### Placed cells, one colour a class

(4 px per micron) Fill, decap, tap and diode cells in grey.
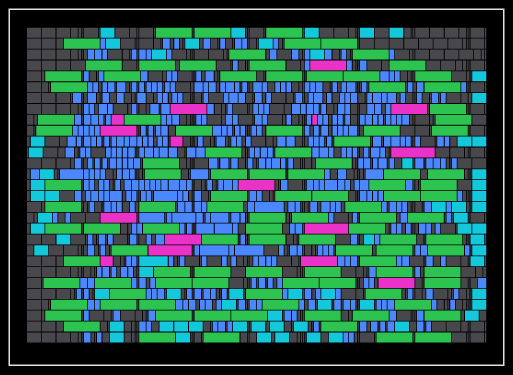
### Signal wires by layer

(4 px per micron)
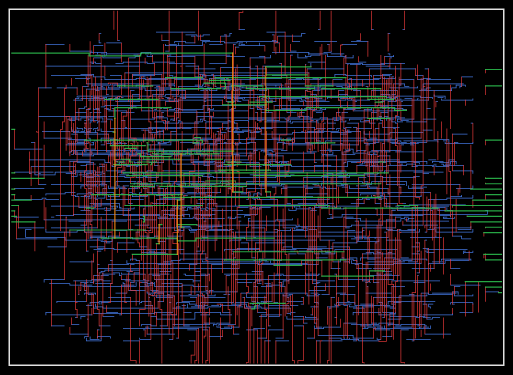
### Routing congestion map

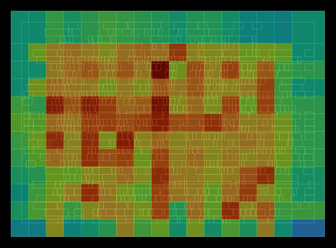
### Supply network

(4 px per micron) Pins as bars on the die edge. Tap cells in grey.
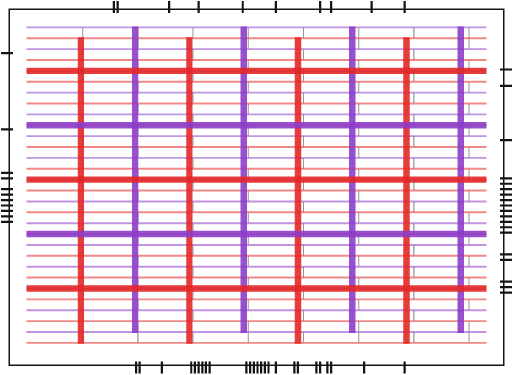
### Clock distribution

(3 px per micron)
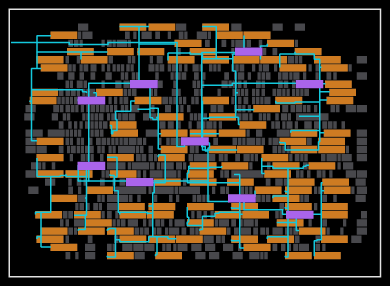
==> config.mk <==
export PLATFORM = sky130hd
export DESIGN_NAME = inst_loader
export DESIGN_NICKNAME = d
export VERILOG_FILES = /design/src/rtl/inst_loader.sv
export SDC_FILE = /design/constraint.sdc
export NUM_CORES = 1
export LEC_CHECK = 0
export ABC_AREA = 1
export CAP_MARGIN = 5
export CORE_ASPECT_RATIO = 0.7
export CORE_MARGIN = 4
export CORE_UTILIZATION = 55
export CTS_BUF_LIST = sky130_fd_sc_hd__clkbuf_16
export DETAILED_ROUTE_END_ITERATION = 8
export PLACE_DENSITY = 0.79
export SLEW_MARGIN = 30
export SYNTH_ARGS = -nofsm -noshare
export SYNTH_HDL_FRONTEND = slang
export SYNTH_SLANG_ARGS = --single-unit
==> constraint.sdc <==
create_clock -name clk -period 5.2 [get_ports clk]
set_input_delay 1.3 -clock clk [delete_from_list [all_inputs] [get_ports clk]]
set_output_delay 1.3 -clock clk [all_outputs]
set_load 0.005 [all_outputs]
==> flow_summary.yaml <==
# yosys + openroad results
status:
  outcome: "finished clean"
cells_and_area:
  area_growth_pct: 21.5
  nFillCells: 707
  logic_area_sq_mm: 0.00199
  clkbuf_count: 9
  diodes: 0
  sh_seq_area: 0.439
  fin_nets: 704
  largest_register_ff_count: 32
synth:
  edf_count: 0
  ys_seq_share: 0.534
  synth.distinct_cells: 26
  ys_area_sq_mm: 0.00511
  async_flop_share: 1.00
final_timing:
  hold_slack_ns: 0.484
  final.period_utilization: 0.727
  slew_headroom: 0.484
  setup_violations: 0
  min_period_ns: 3.78
place:
  dp_cells: 799
  port_buffers: 64
  gp_congestion: 0.886
drt:
  top_layer: "met4"
  wl_met3_microns: 1170
  postRouteAntennaNets: 0
  drc_errors: 0
  firstDrtPassIters: 5
  wl_met1_microns: 6040
global_routing:
  grt.overflow.total: 0
  grt_pass1_wl_microns: 21700
  grt_pass1_vias: 4284
  antenna_found_initial: 0
setup_path:
  startpoint_type: "flip-flop"
  crit_family: "simple AND/OR/NAND/NOR gates"
  crit_chain: "nor2_1 > nand2_1 > inv_1 > or2_2 > clkdlybuf4s50_1"
  crit_cells: 5
  cp.required_ns: 3.90
  worstSetupEndpointType: "primary output"
floorplan:
  well_tap_count: 124
  ios: 65
  die_x_microns: 123
cts:
  cts_buffers: 9
  hold_buffers: 0
  cts_tree: "yes"
  clock_tree.root_cell: "clkbuf_16"
  clk_pin_slew_ns: 0.07
  cts_sinks: 109
flow_run:
  tool_warnings: 29
min_path:
  hold_depth: 2
pwr:
  power.leakage_nw: 2.86
Notes on 'Placed cells, one colour a class' above:
green -> sequential cells  # cells 109
blue -> combinational and other logic  # cells 500
magenta -> clock drivers and dummy loads  # cells 16
cyan -> remaining buffers and delay cells  # cells 67
final instance area: 0.00621 sq mm
Final Core Density: 0.685
core area: 0.00907 sq mm

Notes on 'Signal wires by layer' above:
green -> metal 3  # wire length 1,170 microns
blue -> metal 1  # wire length 6,040 microns
orange -> metal 4  # wire length 133 microns
red -> metal 2  # wire length 5,790 microns
All-Layer GR Usage: 0.259
routed len/inst: 16.1 microns
final WL: 13,100 microns
Via Count: 4,461

Notes on 'Routing congestion map' above:
grt peak-use layer: met2
met1 GRT Util: 0.373
met3 GRT Util: 0.0754

Notes on 'Supply network' above:
red -> VSS
purple -> VDD
tap cells = 124
met5 straps = 5
IR Drop Worst-Case VDD: 0.399 mV
die height: 88.7 microns

Notes on 'Clock distribution' above:
purple -> clock drivers  # count 9
cyan -> clock wires  # length 1,230 microns
orange -> flip-flops  # count 109
flops lie = all over the die
clock share of power: 0.268
Clock group: 0.786 mW
Skew-Pair Late Insertion Delay: 0.36 ns
skew final: 0.00915 ns

worst reg2reg max path, stage by stage, from the launching register on:
cell	delay, ns
dfrtp_1	0.42
nor2_1	0.08
nand2_1	0.58
nand2_1	0.63
o21ai_0	0.52
through the flow:
step                total power, mW  area [sq um]  setup WS [ns]
global placement               2.08          5850           1.94
finish                         2.93          6210           1.42
global route                   3.13          6210           1.28
CTS                            2.92          6190           1.49
floorplan                      1.90          5110           1.03
detailed placement             2.12          5850           1.87
cell families after synthesis:
family / after synthesis / synth area share
fa+ha+maj: 5 / 0.0122
xor+xnor: 1 / 0.00171
flops: 109 / 0.534
buf+inv: 99 / 0.0786
simple gates: 295 / 0.248
compound gates: 116 / 0.126
power by group:
| group | switching [mW] | leakage [nW] | internal, mW |
|---|---|---|---|
| Clock | 0.313 | 0.172 | 0.473 |
| Sequential | 0.0990 | 1.50 | 1.02 |
| Combinational | 0.703 | 1.19 | 0.331 |
| Total | 1.11 | 2.86 | 1.82 |
cell usage in the layout (no fill, tap or decap), types with 4 or more instances in the layout:
cell,count
o21ai_0,12
inv_1,77
nand2_1,191
clkbuf_16,9
nand3_1,38
clkdlybuf4s50_1,64
inv_2,6
dfrtp_1,109
ha_1,5
nand4_1,10
nor2_1,40
o21ai_1,70
nor2_2,4
o22ai_1,29
cell usage after synthesis (4+ instances only):
| cell type | number |
|---|---|
| inv_1 | 77 |
| o21ai_1 | 70 |
| nand4_1 | 10 |
| ha_1 | 5 |
| clkbuf_1 | 7 |
| nand2_1 | 191 |
| dfrtp_1 | 109 |
| nor2_2 | 4 |
| o21ai_0 | 12 |
| inv_2 | 6 |
| nand3_1 | 39 |
| o22ai_1 | 29 |
| buf_2 | 6 |
| nor2_1 | 40 |
Power is estimated from default activity; no workload was simulated.
